run_1/wire_density.png
(2 px per um) The die is cut into 35 by 35 equal tiles; dark blue is low, red is high, scaled to the fullest tile. Values are wire area over tile area, all layers added.
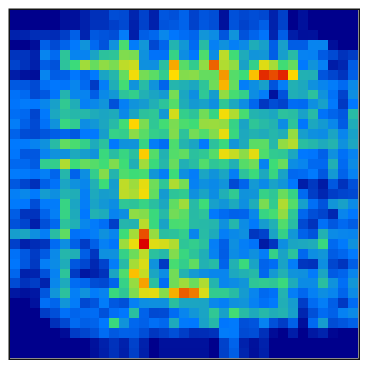
run_1/registers.png
(3 px per um) Other sequential cells in the stronger grey, the rest of the logic in the fainter grey.
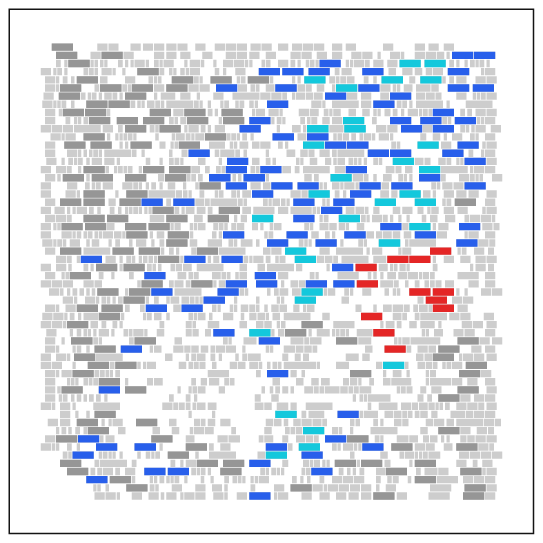
run_1/port_nets.png
(3 px per um)
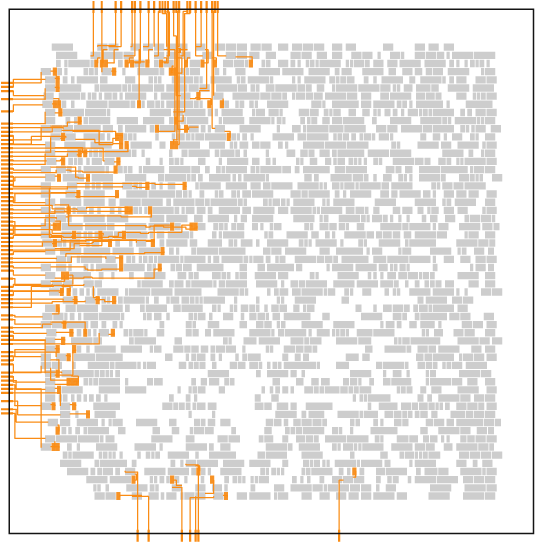
run_1/final_placement.png
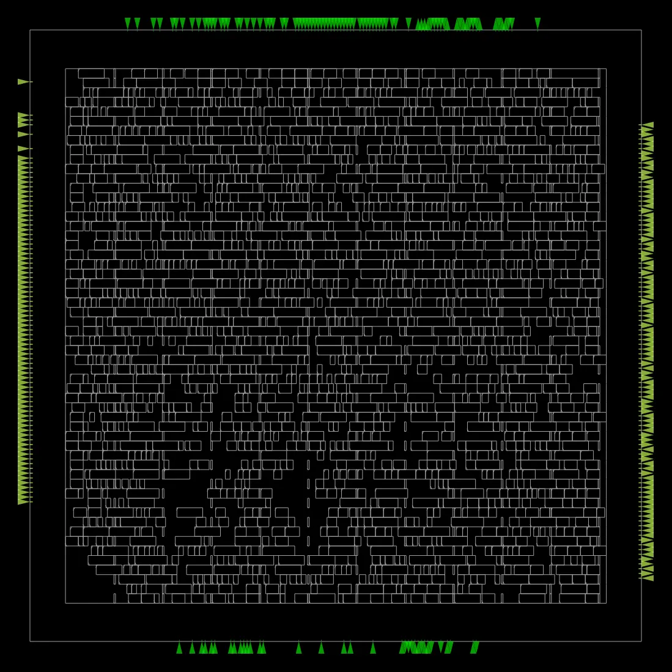
==> config.mk <==
export PLATFORM = sky130hd
export DESIGN_NAME = ai_shot_sequencer
export DESIGN_NICKNAME = d
export VERILOG_FILES = /design/src/rtl/ai_shot_sequencer.sv
export SDC_FILE = /design/constraint.sdc
export NUM_CORES = 1
export LEC_CHECK = 0
export CAP_MARGIN = 5
export CORE_MARGIN = 10
export CORE_UTILIZATION = 50
export CTS_CLUSTER_DIAMETER = 120
export DETAILED_ROUTE_END_ITERATION = 8
export GPL_ROUTABILITY_DRIVEN = 1
export PLACE_DENSITY_LB_ADDON = 0.2
export SYNTH_ARGS = -nofsm -noshare
export SYNTH_HDL_FRONTEND = slang
export SYNTH_SLANG_ARGS = --single-unit
==> constraint.sdc <==
create_clock -name clock -period 3.6 [get_ports clock]
set_clock_uncertainty 0.2 [all_clocks]
set_input_delay 0.72 -clock clock [delete_from_list [all_inputs] [get_ports clock]]
set_output_delay 0.72 -clock clock [all_outputs]
set_load 0.05 [all_outputs]
==> GITHUB_STEP_SUMMARY, run 1 <==
## Implementation flow summary

| Metric | Value |
|---|---|
| GR Util met3 | `0.0754` |
| Final antenna-violating net count | `0` |
| Share of post-route cells with drive strength above 1 | `0.0676` |
| Slowest cell on the critical path | `dfxtp_1` |
| Ys Warns | `0` |
| Multi-input gate area | `5890 um^2` |
| R2R setup slack | `0.41 ns` |
| Remaining global-route overflow | `0` |
| Fin Hold WS | `between 0.2 and 0.3 ns` |
| CTS tree | `yes` |
| Status | `completed` |
| Top cell excl fill/tap | `nand2_1` |
| Aoi share | `0.255` |
| Worst path arrival time | `around 3.4 ns` |
| Drt drc | `0` |
| GRT busiest layer | `met2` |
| CP delay by family, top | `AND-OR/OR-AND gates` |
| Mux share | `0.00442` |
| Synthesized registers | `about 270` |
| VDD IR-drop max | `about 0.00043 V` |
| Synth top cells by count | `440 x nand2_1, 273 x dfxtp_1, 230 x a21oi_1` |
| PnR worst setup slack | `0.413 ns` |
| RePlAce Congestion | `0.959` |
| Die footprint | `approximately 30000 um^2` |
| Biggest area cells | `dfxtp_1 46%, nand2_1 14%, a21oi_1 9.7%` |
| M1 wire length | `20.0 mm` |
| Adder Share, Synth | `0.00842` |
| Synth logic family | `AND-OR/OR-AND gates` |
Notes on wire_density.png above:
mean over tiles: 0.24
densest ninth of the die: centre
nearly empty tiles: 7.1%
fullest tile: 0.82
DR WL/cell: 21.2 um
via count: 12.2k
Total GRT Usage: 0.273
WL final: 44.2 mm

Notes on registers.png above:
| name in the netlist | colour | placed flops |
|---|---|---|
| cnt | red | 12 |
| fired_q | blue | 100 |
| ai_wdata | cyan | 32 |
not coloured: 129
Layout Utilization: 0.687
flop share of the area: 0.339

Notes on port_nets.png above:
| port | colour | bits | direction | edge | end cells | buffers | wire |
|---|---|---|---|---|---|---|---|
| cmd_hits | orange | 100 | input | 69 west, 24 north, 7 south | 100 | 100 | 2890 um |
I/O pin count: 291
PortBufs: 290

Notes on final_placement.png above:
Core ar.: 23500 um^2
row count: 56
flip-flops: 273

==> run 2, diff against run 1 <==
--- a/config.mk
+++ b/config.mk
@@ -12,6 +12,7 @@
 export DETAILED_ROUTE_END_ITERATION = 8
 export GPL_ROUTABILITY_DRIVEN = 1
 export PLACE_DENSITY_LB_ADDON = 0.2
+export SKIP_LAST_GASP = 1
 export SYNTH_ARGS = -nofsm -noshare
 export SYNTH_HDL_FRONTEND = slang
 export SYNTH_SLANG_ARGS = --single-unit
==> run 2 against run 1 <==
Effect of this change:
- wire length is the same
- via count is the same
- hold slack is the same
- final cell count is the same
- global-route usage is the same
- sequential share of layout area is the same
- sequential cell count is the same
- design area is the same
- count of clock-buffer cells in the layout is the same
- first-iteration DRC count is the same
==> GITHUB_STEP_SUMMARY, run 2 <==
## Implementation flow summary

| Metric | Value |
|---|---|
| WL final | `44.2 mm (unchanged)` |
| Die footprint | `30400 um^2 (unchanged)` |
| VDD IR-drop max | `0.000434 V (unchanged)` |
| Via count | `12.2k (unchanged)` |
| Layout Utilization | `0.687 (unchanged)` |
| Top cell excl fill/tap | `nand2_1` |
| GR Util met3 | `0.0754 (unchanged)` |
| Synth logic family | `AND-OR/OR-AND gates` |
| Mux share | `0.00442 (unchanged)` |
| Share of post-route cells with drive strength above 1 | `0.0676 (unchanged)` |
| Remaining global-route overflow | `0 (unchanged)` |
| Fin Hold WS | `0.255 ns (unchanged)` |
| Synthesized registers | `273 (unchanged)` |
| Aoi share | `0.255 (unchanged)` |
| Flip-flops | `273 (unchanged)` |
| DR WL/cell | `21.2 um (unchanged)` |
| I/O pin count | `291 (unchanged)` |
| Synth top cells by count | `440 x nand2_1, 273 x dfxtp_1, 230 x a21oi_1` |
| Multi-input gate area | `5890 um^2 (unchanged)` |
| RePlAce Congestion | `0.959 (unchanged)` |
| Slowest cell on the critical path | `dfxtp_1` |
| Biggest area cells | `dfxtp_1 46%, nand2_1 14%, a21oi_1 9.7%` |
| PortBufs | `290 (unchanged)` |
| CTS tree | `yes` |
| R2R setup slack | `0.41 ns (about the same)` |
| PnR worst setup slack | `0.413 ns (unchanged)` |
| Drt drc | `0 (unchanged)` |
| GRT busiest layer | `met2` |
| Total GRT Usage | `0.273 (unchanged)` |
| Row count | `56 (unchanged)` |
| Status | `completed` |
| Worst path arrival time | `3.38 ns (about the same)` |
run_2/wire_density.png
(2 px per um) The die is cut into 35 by 35 equal tiles; dark blue is low, red is high, scaled to the fullest tile. Values are wire area over tile area, all layers added.
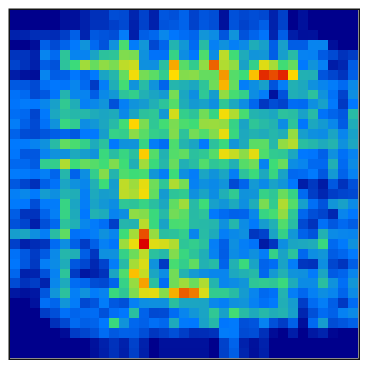
mean over tiles: 0.24
emptiest ninth of the die: south-west
tiles over half the peak: 14%
densest ninth of the die: centre

Power figures rest on the tool's default switching activity, not on a simulated workload.
